### config.mk
export PLATFORM = sky130hd
export DESIGN_NAME = ext_pipe
export DESIGN_NICKNAME = d
export VERILOG_FILES = /design/src/rtl/ext_pipe.sv
export SDC_FILE = /design/constraint.sdc
export NUM_CORES = 1
export LEC_CHECK = 0
export CAP_MARGIN = 15
export CORE_MARGIN = 4
export CORE_UTILIZATION = 32
export CTS_CLUSTER_SIZE = 16
export DETAILED_ROUTE_END_ITERATION = 8
export GPL_ROUTABILITY_DRIVEN = 1
export HOLD_SLACK_MARGIN = 0.05
export PLACE_DENSITY_LB_ADDON = 0.15
export SETUP_SLACK_MARGIN = 0.02
export SLEW_MARGIN = 20
export SYNTH_ARGS = -nofsm -noshare
export SYNTH_HDL_FRONTEND = slang
export SYNTH_SLANG_ARGS = --single-unit
### constraint.sdc
create_clock -name clk -period 3.3 [get_ports clk]
set_input_delay 0.66 -clock clk [delete_from_list [all_inputs] [get_ports clk]]
set_output_delay 0.66 -clock clk [all_outputs]
set_load 0.02 [all_outputs]
### src/rtl/ext_pipe.sv
// rtl/ext_pipe.sv - immediate/load-data extension unit with 2-entry skid output buffer
module ext_pipe #(
  parameter int WORD_W = 32,
  parameter int CNT_W  = 8,
  localparam int SEL_W = $clog2(WORD_W / 8)
) (
  input  logic              clk,
  input  logic              rst,
  input  logic              in_valid,
  output logic              in_ready,
  input  logic [WORD_W-1:0] in_data,
  input  logic [2:0]        in_mode,
  input  logic [SEL_W-1:0]  in_sel,
  output logic              out_valid,
  input  logic              out_ready,
  output logic [WORD_W-1:0] out_word,
  output logic              out_err,
  output logic [CNT_W-1:0]  err_cnt
);

  typedef enum logic [1:0] {
    EMPTY = 2'd0,
    ONE   = 2'd1,
    TWO   = 2'd2
  } state_t;

  state_t            state;
  logic [WORD_W-1:0] skid_word;
  logic              skid_err;

  logic [WORD_W-1:0] res_word;
  logic              res_err;
  logic [7:0]        byte_lane;
  logic [15:0]       half_lane;
  logic              acc;
  logic              pop;

  assign acc = in_valid && in_ready;
  assign pop = out_valid && out_ready;

  // Byte lane picked by the full offset, halfword lane by the offset with bit 0 dropped
  assign byte_lane = in_data[{in_sel, 3'b000} +: 8];
  assign half_lane = in_data[{in_sel[SEL_W-1:1], 4'b0000} +: 16];

  // Extension of the incoming request; erroneous requests produce a zero word
  always_comb begin
    res_word = '0;
    res_err  = 1'b0;
    case (in_mode)
      3'd0: res_word = {{(WORD_W-16){1'b0}}, in_data[15:0]};
      3'd1: res_word = {{(WORD_W-16){in_data[15]}}, in_data[15:0]};
      3'd2: res_word = {{(WORD_W-16){in_data[15]}}, in_data[15:0]} << 16;
      3'd3: res_word = {{(WORD_W-8){byte_lane[7]}}, byte_lane};
      3'd4: res_word = {{(WORD_W-8){1'b0}}, byte_lane};
      3'd5: begin
        if (in_sel[0]) res_err = 1'b1;
        else           res_word = {{(WORD_W-16){half_lane[15]}}, half_lane};
      end
      3'd6: begin
        if (in_sel[0]) res_err = 1'b1;
        else           res_word = {{(WORD_W-16){1'b0}}, half_lane};
      end
      default: res_err = 1'b1;
    endcase
  end

  // Buffer FSM: main entry drives the outputs, skid absorbs one extra result under backpressure
  always_ff @(posedge clk or posedge rst) begin
    if (rst) begin
      state     <= EMPTY;
      in_ready  <= 1'b0;
      out_valid <= 1'b0;
      out_word  <= '0;
      out_err   <= 1'b0;
      skid_word <= '0;
      skid_err  <= 1'b0;
    end else begin
      case (state)
        EMPTY: begin
          in_ready  <= 1'b1;
          out_valid <= acc;
          if (acc) begin
            out_word <= res_word;
            out_err  <= res_err;
            state    <= ONE;
          end
        end
        ONE: begin
          if (acc && !pop) begin
            skid_word <= res_word;
            skid_err  <= res_err;
            state     <= TWO;
            in_ready  <= 1'b0;
          end else if (!acc && pop) begin
            state     <= EMPTY;
            out_valid <= 1'b0;
          end else if (acc && pop) begin
            out_word <= res_word;
            out_err  <= res_err;
          end
        end
        TWO: begin
          if (pop) begin
            out_word <= skid_word;
            out_err  <= skid_err;
            state    <= ONE;
            in_ready <= 1'b1;
          end
        end
        default: begin
          state     <= EMPTY;
          in_ready  <= 1'b1;
          out_valid <= 1'b0;
        end
      endcase
    end
  end

  // Saturating count of erroneous requests, taken at acceptance
  always_ff @(posedge clk or posedge rst) begin
    if (rst) begin
      err_cnt <= '0;
    end else if (acc && res_err && (err_cnt != {CNT_W{1'b1}})) begin
      err_cnt <= err_cnt + 1'b1;
    end
  end

endmodule

Figure 1. Port wiring.
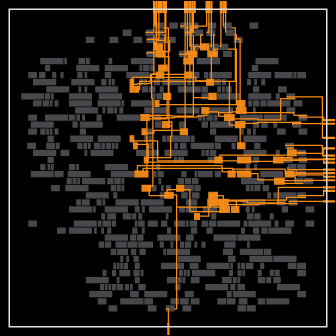
Key: in_data = orange [bits 32, direction input, edge 17 north, 14 east, 1 south, end cells 50, buffers 32, wire 1,770 um]
I/O Buffers: 83
# IOs: 84

Figure 2. Cell density map.
12 x 12 tiles, from black (low) to pale yellow (high), 0 to 100% covered.
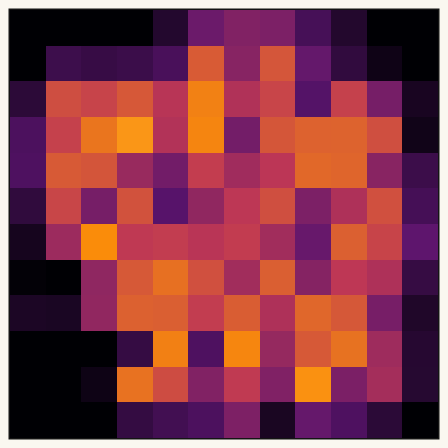
The emptiest ninth of the die: south-west. The mean over all tiles is 35%. 1.4% of the tiles are over 75% full. The fullest tile reaches 77%. 13% of the tiles are nearly empty.
core area: 0.0126 mm^2
Initial Util: 32.7%

==> flow_metrics.env <==
# yosys + openroad results
export IMPL_status="completed"
export IMPL_hold_end="skid_word[31]"
export IMPL_track_usage_pct=17.6
export IMPL_ys_warnings_count=0
export IMPL_finalPower_w=0.00471
export IMPL_synth_flops=78
export IMPL_timing_final_ws_setup_ns=0.713
export IMPL_slew_violations=0
export IMPL_cts_tree="done"
export IMPL_irDropWorstVdd_v=0.000384
export IMPL_fin_area_mm2=0.00540
export IMPL_dpl_cell_area_mm2=0.00513
export IMPL_routed_top_layer="met4"
export IMPL_ys_sh_mux_pct=5.72
export IMPL_r2r_start="out_valid"
export IMPL_topCellsByArea="dfrtp_1, a211oi_1, nor3_1, nor2_1, o21ai_0"
export IMPL_cts_resized=0
export IMPL_setup_violations=0
export IMPL_postRouteAntennaNets=0
export IMPL_met3_usage_pct=4.32
export IMPL_syn_area_per_cell_um2=9.72
export IMPL_top_cell="dfrtp_1"
export IMPL_fp_nets=470
export IMPL_switchingPower_w=0.00185
export IMPL_reg2regPathDepth=9
export IMPL_yosysSeqAreaShare_pct=47.2
export IMPL_max_slew_margin_pct=49.2
export IMPL_avgViaCountPerCell=5.52
export IMPL_grt_max_degree=79
export IMPL_path_clk_slew_ns=0.06
export IMPL_fin_crit_ns=2.59
export IMPL_layout_cells_most_common="clkdlybuf4s50_1"
export IMPL_hold_start="skid_word[31]"
export IMPL_ys_sh_aoi_pct=23.6
export IMPL_wl_met3_um=904
export IMPL_initialDrtViolationCount=372
export IMPL_place_hpwl_um=8820
export IMPL_cp_arrival_ns=2.80
export IMPL_period_used_pct=78.4
export IMPL_top_cell_area_share_pct=47.2
export IMPL_final_cell_mix="clkdlybuf4s50_1, dfrtp_1, a211oi_1"
export IMPL_synth_edff_count=0
export IMPL_nets=542
export IMPL_fmax_mhz=387
export IMPL_reg2reg_slack_ns=1.04
export IMPL_dp_slack_ns=0.361
export IMPL_use_met2_pct=26.4
export IMPL_hold_slack_ns=0.482
export IMPL_required_ns=3.51
export IMPL_path_class="primary input to flip-flop"
export IMPL_fin_worst_skew_ns=0.00850
export IMPL_antenna_found_initial=0
export IMPL_combPwrFrac_pct=44.0
export IMPL_grt_pass1_wl_um=20200
export IMPL_numCtsBuffers=9
export IMPL_clock_latency_ns=0.34
export IMPL_clockPowerShare_pct=19.3
export IMPL_finalHoldViolations=0
export IMPL_die_h_um=122
export IMPL_cts_hold_buf=0
export IMPL_die_area_mm2=0.0148
export IMPL_numClockSinks=78
export IMPL_synthTopCellsByCount="dfrtp_1, a211oi_1, nor2_1"
export IMPL_firstDrtPassIters=7
export IMPL_cp_max_fo=18
export IMPL_power_density_mw_per_mm2=871
export IMPL_grtUsageMet1_pct=25.1
export IMPL_crit_path_start="out_ready"
export IMPL_holdPathStages=2
export IMPL_switching_share_pct=39.4
export IMPL_tightest_slew_ns=0.759
export IMPL_dp_cells=658
export IMPL_ys_sh_simple_pct=15.5
export IMPL_dr_total_vias=3719
export IMPL_p_leak_nw=2.11
export IMPL_warning_count=28
export IMPL_tns_ns=0
export IMPL_drive_above_1_share_pct=11.4
export IMPL_top_usage_layer="met2"
export IMPL_endpoint_kind="flip-flop"
export IMPL_clockRootBuffer="clkbuf_16"
export IMPL_cp_start_kind="primary input"
export IMPL_synthesis_area_mm2=0.00413
export IMPL_largest_area_cell="dfrtp_1"
export IMPL_adder_share_pct=1.45
export IMPL_hp_class="flip-flop to flip-flop"
export IMPL_seq_power_share_pct=36.7
export IMPL_wl_per_cell_um=19.2
export IMPL_synthTopLogicFamily="AND-OR/OR-AND gates"
export IMPL_met1Wirelength_um=5890
Figure 3. Cell placement.
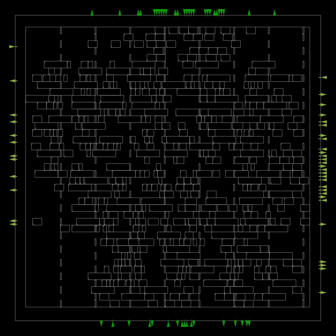
num rows: 41
Seq/total area: 36.1%
Seq cells: 78
final core utilization: 42.8%
fill count: 1,249

[worst max-delay path, cell delays in order]
cell and delay, ns:
clkdlybuf4s50_1 0.42, nand2_1 0.21, inv_1 0.11, ha_1 0.21
nand4bb_1 0.27, a21o_1 0.23, buf_4 0.21, nor2_4 0.16
buf_4 0.22, a211oi_1 0.09
[final cells by class]
class	instances	area, um^2
multi-input cells	303	1990
fillers	1249	7220
clock inverters	6	38.8
inverters	9	33.8
flip-flops and latches	78	1950
repair buffers	96	941
well taps	172	215
clock buffers	10	229
[power by group through the flow]
stage                     Sequential, W  Combinational (W)  Clock [W]
after floorplan                 0.00196           0.000970          0
after global placement          0.00173            0.00206          0
after detailed placement        0.00174            0.00209          0
after CTS                       0.00173            0.00210   0.000932
after global routing            0.00178            0.00227   0.000963
final                           0.00173            0.00207   0.000907
